run_1/flops_by_reg.png
(6 px per µm) Other sequential cells in the stronger grey, the rest of the logic in the fainter grey.
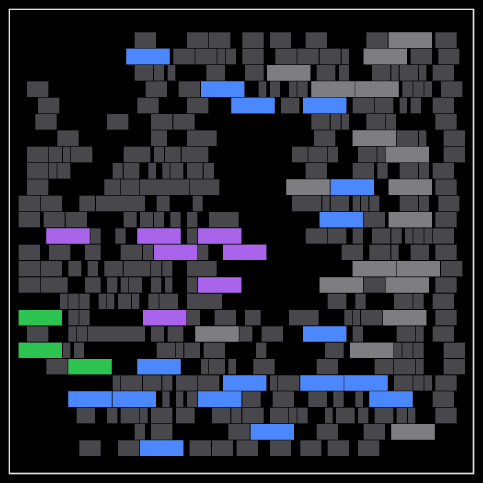
run_1/detail.png
Window x 48 to 68, y 9 to 29 µm. Cells in grey, sequential cells in the stronger grey; small squares are vias.
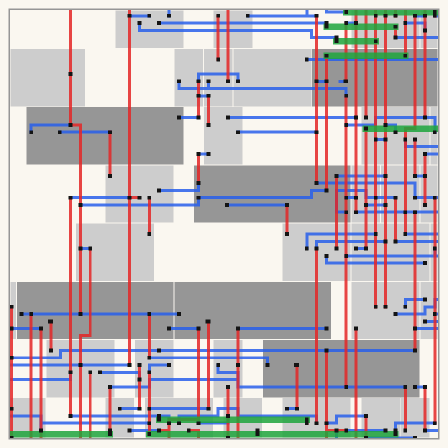
run_1/wires.png
(4 px per µm)
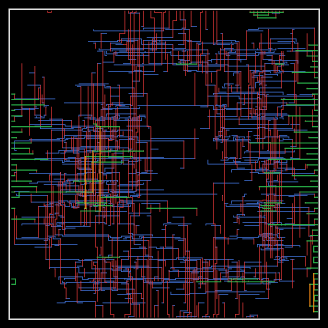
run_1/clk_routes.png
(4 px per µm)
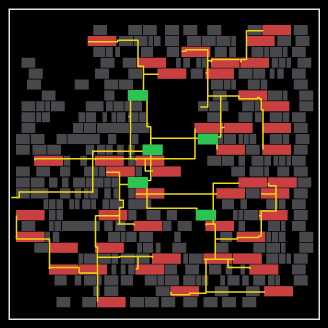
`config.mk`:
```
export PLATFORM = sky130hd
export DESIGN_NAME = regfile_ctrl
export DESIGN_NICKNAME = d
export VERILOG_FILES = /design/src/rtl/regfile_pkg.sv /design/src/rtl/regfile_scoreboard.sv /design/src/rtl/regfile_ctrl.sv
export SDC_FILE = /design/constraint.sdc
export NUM_CORES = 1
export LEC_CHECK = 0
export CORE_UTILIZATION = 41
export CTS_BUF_LIST = sky130_fd_sc_hd__clkbuf_4 sky130_fd_sc_hd__clkbuf_8 sky130_fd_sc_hd__clkbuf_16
export CTS_CLUSTER_DIAMETER = 120
export DETAILED_ROUTE_END_ITERATION = 8
export PLACE_DENSITY = 0.87
export SLEW_MARGIN = 20
export SYNTH_ARGS = -nofsm -noshare
export SYNTH_HDL_FRONTEND = slang
export SYNTH_HIERARCHICAL = 1
export SYNTH_SLANG_ARGS = --single-unit
```
`constraint.sdc`:
```
create_clock -name clk -period 6.2 [get_ports clk]
set_input_delay 1.86 -clock clk [delete_from_list [all_inputs] [get_ports clk]]
set_output_delay 1.86 -clock clk [all_outputs]
set_load 0.02 [all_outputs]
```
`src/rtl/regfile_pkg.sv`:
```
// Shared definitions for the register file operand-fetch / writeback controller.
// Optional feature macro: REGFILE_CTRL_BYPASS_EN (writeback forwarding).
package regfile_pkg;

  localparam int DW    = 17;
  localparam int AW    = 3;
  localparam int NREGS = 7;

  // Address 7 is the hard-wired zero register: never busy, reads 0, writes dropped.
  localparam logic [2:0] ZERO_REG = 3'd7;

  // Operand output stage occupancy.
  typedef enum logic {
    EMPTY = 1'b0,
    FULL  = 1'b1
  } stage_state_t;

endpackage

```
`src/rtl/regfile_scoreboard.sv`:
```
// Pending-write scoreboard: one busy bit per implemented register.
// Optional feature macro: REGFILE_CTRL_BYPASS_EN (a same-cycle writeback
// to a queried address cancels its hazard).
module regfile_scoreboard
  import regfile_pkg::*;
#(
  parameter int AW    = regfile_pkg::AW,
  parameter int NREGS = regfile_pkg::NREGS
) (
  input  logic          clk,
  input  logic          rst_n,
  input  logic          flush,
  input  logic          set_en,
  input  logic [AW-1:0] set_addr,
  input  logic          clr_en,
  input  logic [AW-1:0] clr_addr,
  input  logic [AW-1:0] src1,
  input  logic [AW-1:0] src2,
  input  logic [AW-1:0] dst,
  input  logic          dst_en,
  output logic          hazard
);

  localparam int NSLOT = 1 << AW;

  logic [NREGS-1:0] busy_q, busy_d;
  logic [NSLOT-1:0] busy_ext;
  logic             src1_hz, src2_hz, dst_hz;

  // Unimplemented addresses (the zero register) are padded as never busy.
  assign busy_ext = {{(NSLOT-NREGS){1'b0}}, busy_q};

  // Hazard query for both sources and the optional destination.
  always_comb begin
    src1_hz = busy_ext[src1];
    src2_hz = busy_ext[src2];
    dst_hz  = busy_ext[dst];
`ifdef REGFILE_CTRL_BYPASS_EN
    if (clr_en && (clr_addr == src1)) src1_hz = 1'b0;
    if (clr_en && (clr_addr == src2)) src2_hz = 1'b0;
    if (clr_en && (clr_addr == dst))  dst_hz  = 1'b0;
`endif
    hazard = src1_hz | src2_hz | (dst_en & dst_hz);
  end

  // Next busy bits: writeback clears, a new reservation sets and wins, flush wipes all.
  always_comb begin
    busy_d = busy_q;
    for (int i = 0; i < NREGS; i++) begin
      if (clr_en && (clr_addr == AW'(i))) busy_d[i] = 1'b0;
      if (set_en && (set_addr == AW'(i))) busy_d[i] = 1'b1;
    end
    if (flush) busy_d = '0;
  end

  // Busy register with synchronous active-low reset.
  always_ff @(posedge clk) begin
    if (!rst_n) busy_q <= '0;
    else        busy_q <= busy_d;
  end

endmodule

```
`src/rtl/regfile_ctrl.sv`:
```
// Operand-fetch and writeback controller for the 7x17 dual-read, single-write
// register file, with a registered valid/ready operand stage toward execute.
// Optional feature macro: REGFILE_CTRL_BYPASS_EN (forward wb_data to sources).
module regfile_ctrl
  import regfile_pkg::*;
#(
  parameter int DW    = regfile_pkg::DW,
  parameter int AW    = regfile_pkg::AW,
  parameter int NREGS = regfile_pkg::NREGS
) (
  input  logic          clk,
  input  logic          rst_n,
  input  logic          flush,
  input  logic          req_valid,
  output logic          req_ready,
  input  logic [AW-1:0] req_src1,
  input  logic [AW-1:0] req_src2,
  input  logic [AW-1:0] req_dst,
  input  logic          req_dst_en,
  output logic          op_valid,
  input  logic          op_ready,
  output logic [DW-1:0] op_a,
  output logic [DW-1:0] op_b,
  output logic [AW-1:0] op_dst,
  input  logic          wb_valid,
  input  logic [AW-1:0] wb_addr,
  input  logic [DW-1:0] wb_data,
  output logic [AW-1:0] rf_ra1,
  output logic [AW-1:0] rf_ra2,
  input  logic [DW-1:0] rf_rd1,
  input  logic [DW-1:0] rf_rd2,
  output logic [AW-1:0] rf_wr,
  output logic [DW-1:0] rf_wrd,
  output logic          rf_we
);

  stage_state_t  state_q, state_d;
  logic [DW-1:0] op_a_q, op_a_d, op_b_q, op_b_d;
  logic [AW-1:0] op_dst_q, op_dst_d;
  logic [DW-1:0] sel_a, sel_b;
  logic          hazard, stage_free, accept, rsv_en;

  assign rf_ra1 = req_src1;
  assign rf_ra2 = req_src2;
  assign rf_wr  = wb_addr;
  assign rf_wrd = wb_data;
  assign rf_we  = wb_valid & (wb_addr != ZERO_REG);

  assign stage_free = (state_q == EMPTY) | op_ready;
  assign req_ready  = rst_n & ~flush & stage_free & ~hazard;
  assign accept     = req_valid & req_ready;
  assign rsv_en     = accept & req_dst_en & (req_dst != ZERO_REG);

  regfile_scoreboard #(
    .AW    (AW),
    .NREGS (NREGS)
  ) u_scoreboard (
    .clk      (clk),
    .rst_n    (rst_n),
    .flush    (flush),
    .set_en   (rsv_en),
    .set_addr (req_dst),
    .clr_en   (wb_valid),
    .clr_addr (wb_addr),
    .src1     (req_src1),
    .src2     (req_src2),
    .dst      (req_dst),
    .dst_en   (req_dst_en),
    .hazard   (hazard)
  );

  // Operand source selection: zero register forced to 0, optional writeback forwarding.
  always_comb begin
    sel_a = rf_rd1;
    sel_b = rf_rd2;
`ifdef REGFILE_CTRL_BYPASS_EN
    if (wb_valid && (wb_addr == req_src1)) sel_a = wb_data;
    if (wb_valid && (wb_addr == req_src2)) sel_b = wb_data;
`endif
    if (req_src1 == ZERO_REG) sel_a = '0;
    if (req_src2 == ZERO_REG) sel_b = '0;
  end

  // Output stage state register.
  always_ff @(posedge clk) begin
    if (!rst_n) state_q <= EMPTY;
    else        state_q <= state_d;
  end

  // Output stage next state: flush empties, accept fills, consume without accept drains.
  always_comb begin
    state_d = state_q;
    if (flush)                              state_d = EMPTY;
    else if (accept)                        state_d = FULL;
    else if ((state_q == FULL) && op_ready) state_d = EMPTY;
  end

  // Output stage outputs decoded from the state.
  always_comb begin
    op_valid = (state_q == FULL);
  end

  // Operand payload captures only on accept and otherwise holds.
  always_comb begin
    op_a_d   = op_a_q;
    op_b_d   = op_b_q;
    op_dst_d = op_dst_q;
    if (accept) begin
      op_a_d   = sel_a;
      op_b_d   = sel_b;
      op_dst_d = req_dst;
    end
  end

  // Operand payload registers.
  always_ff @(posedge clk) begin
    if (!rst_n) begin
      op_a_q   <= '0;
      op_b_q   <= '0;
      op_dst_q <= '0;
    end else begin
      op_a_q   <= op_a_d;
      op_b_q   <= op_b_d;
      op_dst_q <= op_dst_d;
    end
  end

  assign op_a   = op_a_q;
  assign op_b   = op_b_q;
  assign op_dst = op_dst_q;

endmodule

```
==> results.txt, run 1 <==
fresh numbers from the pnr run: status=finished clean, vias in the first global route=1949, Biggest Area Class=multi-input combinational cells, FFs w/ async S/R, synth=0, final hold slack=0.467 ns, Die ar.=5950 µm², Adder Area Share=0, CP max FO=2, sw power=0.000155 W, flop-to-flop setup slack=2.93 ns, Synth top area share=0.389, Crit path depth=6, Top cell excl fill/tap=clkdlybuf4s50_1, Setup WS post-layout=0.449 ns, # H-tree levels=2, Top cells excl fill/tap=100 x clkdlybuf4s50_1, 45 x nand2_1, 45 x dfxtp_1, skew final=0.00681 ns, combinational share of cell area=0.336, Clk pwr share=0.310, top cells by count, synth=45 x dfxtp_1, 45 x nand2_1, 41 x a21oi_1, 28 x buf_4, 21 x a31o_1, final instance area=3220 µm², FP Core Util=0.439, critical path required time=4.34 ns, fin util=0.611, DP HPWL=4.21 mm, M1 WL=2.72 mm, Core Region=5270 µm², number of port buffers=101, clkbuf count=7, synth warn=6, cts hold-fix bufs=0, Setup violations, final=0, Clk Tree Root Cell=clkbuf_8, critical path type=primary input to output pin, Overflow after GRT=0, total power=0.000602 W, first-pass GRT wire length=9.64 mm, WL met3=437 µm, GRT met2 Usage=0.325, DRT iter0 DRCs=100, Hold Path End=op_dst[0], Synth Area in Compound Gates=0.275, Global Route met1 Usage=0.261, placed cell areas=3130 µm², placed cells=394, CP endpoint=req_ready, Hold Crit Depth=2
About flops_by_reg.png:
Blue marks `op_b`, sequential cells 17. Purple marks `u_scoreboard/busy_q`, sequential cells 7. Green marks `op_dst`, sequential cells 3.
Another 18 sequential cells are not coloured.

About detail.png:
Red marks metal 2. Blue marks metal 1. Green marks metal 3.
Sequential cells in the window: 6. 32 logic cells have their middle in the window. Most frequent: a31o_1 (9), a21oi_1 (7). Netlist names of flops here include `op_b` (4), `op_a` (2).

About wires.png:
Blue marks metal 1, wire length 2720 µm. Red marks metal 2, wire length 2800 µm. Green marks metal 3, wire length 437 µm. Orange marks metal 4, wire length 59.2 µm.

About clk_routes.png:
Yellow marks clock wires, length 548 µm. Red marks flip-flops, count 45. Green marks clock drivers, count 5.
There are 6 routed clock nets.

run_1/congestion.png
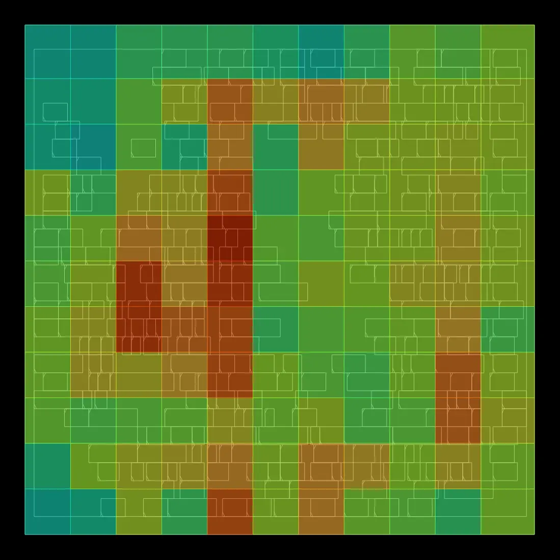

==> run 2, diff against run 1 <==
--- a/config.mk
+++ b/config.mk
@@ -9,7 +9,7 @@
 export CTS_BUF_LIST = sky130_fd_sc_hd__clkbuf_4 sky130_fd_sc_hd__clkbuf_8 sky130_fd_sc_hd__clkbuf_16
 export CTS_CLUSTER_DIAMETER = 120
 export DETAILED_ROUTE_END_ITERATION = 8
-export PLACE_DENSITY = 0.87
+export PLACE_DENSITY_LB_ADDON = 0.25
 export SLEW_MARGIN = 20
 export SYNTH_ARGS = -nofsm -noshare
 export SYNTH_HDL_FRONTEND = slang
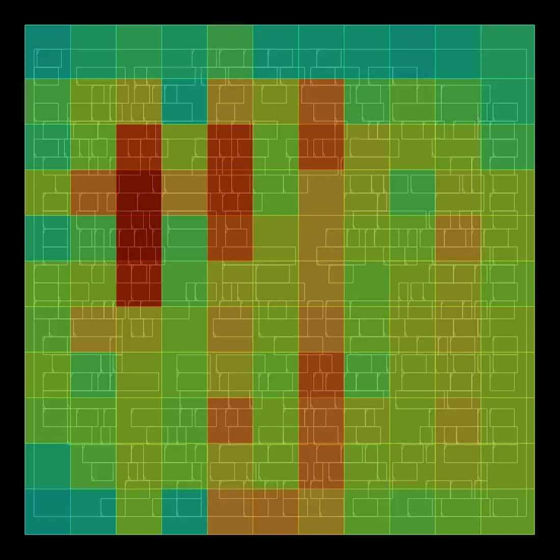
run_2/congestion.png
routed wire length per instance: 14.4 µm
GRT met2 Usage: 0.331
Global Route met1 Usage: 0.243
busiest grt layer: met2
fin util: 0.618

==> run 2 against run 1 <==
Effect of this change: final cell count up 0.25%; non-clock buffer count up 1; global-route usage down 0.48 points; critical endpoint unchanged; clock power up 23%; synthesized cell count unchanged; sequential share of layout area down 0.31 points; worst hold slack better by 0.0090 ns; total power up 7.2%; count of clock-buffer cells in the layout unchanged; die size unchanged; clock skew down 0.00053 ns.
==> results.txt, run 2 <==
fresh numbers from the pnr run: status=finished clean, clk pwr=0.000229 W, Clk Tree Root Cell=clkbuf_8, total power=0.000645 W, skew final=0.00628 ns, clkbuf count=7, critical path required time=4.34 ns, vias in the first global route=1972, Clk pwr share=0.356, combinational share of cell area=0.332, final hold slack=0.476 ns, cts hold-fix bufs=0, Basic Gates by Area=0.149, Synth top area share=0.389, # H-tree levels=2, WL met3=359 µm, Core Region=5270 µm², sw power=0.000151 W, Overflow after GRT=0, Commonest flop=dfxtp_1, top cells by count, synth=45 x dfxtp_1, 45 x nand2_1, 41 x a21oi_1, 28 x buf_4, 21 x a31o_1, critical path type=primary input to output pin, synth warn=6, Die ar.=5950 µm², Hold Path End=op_dst[2], number of port buffers=101, first-pass GRT wire length=9.36 mm, Top cell excl fill/tap=clkdlybuf4s50_1, CP endpoint=req_ready, Setup violations, final=0, CP max FO=2, Adder Area Share=0, final instance area=3260 µm², placed cell areas=3130 µm², Synth flops=45, DRT iter0 DRCs=84, Synth Area in Compound Gates=0.275, Hold Crit Depth=2, FP Core Util=0.439, M1 WL=2.64 mm, DP HPWL=3.95 mm, Setup WS post-layout=0.477 ns, placed cells=395, flop-to-flop setup slack=3.34 ns
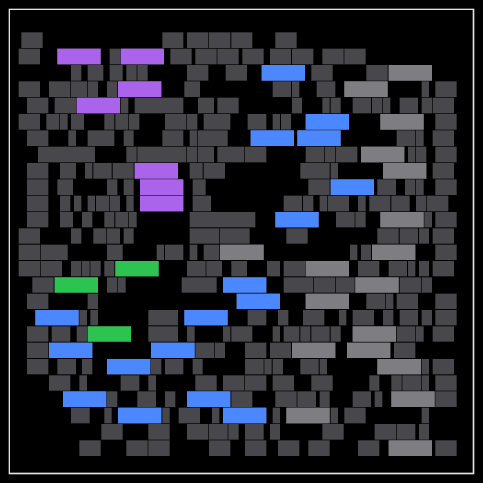
run_2/flops_by_reg.png
(6 px per µm) Other sequential cells in the stronger grey, the rest of the logic in the fainter grey.
Blue marks `op_b`, sequential cells 17. Purple marks `u_scoreboard/busy_q`, sequential cells 7. Green marks `op_dst`, sequential cells 3.
Another 18 sequential cells are not coloured.

Power is estimated from default activity; no workload was simulated.
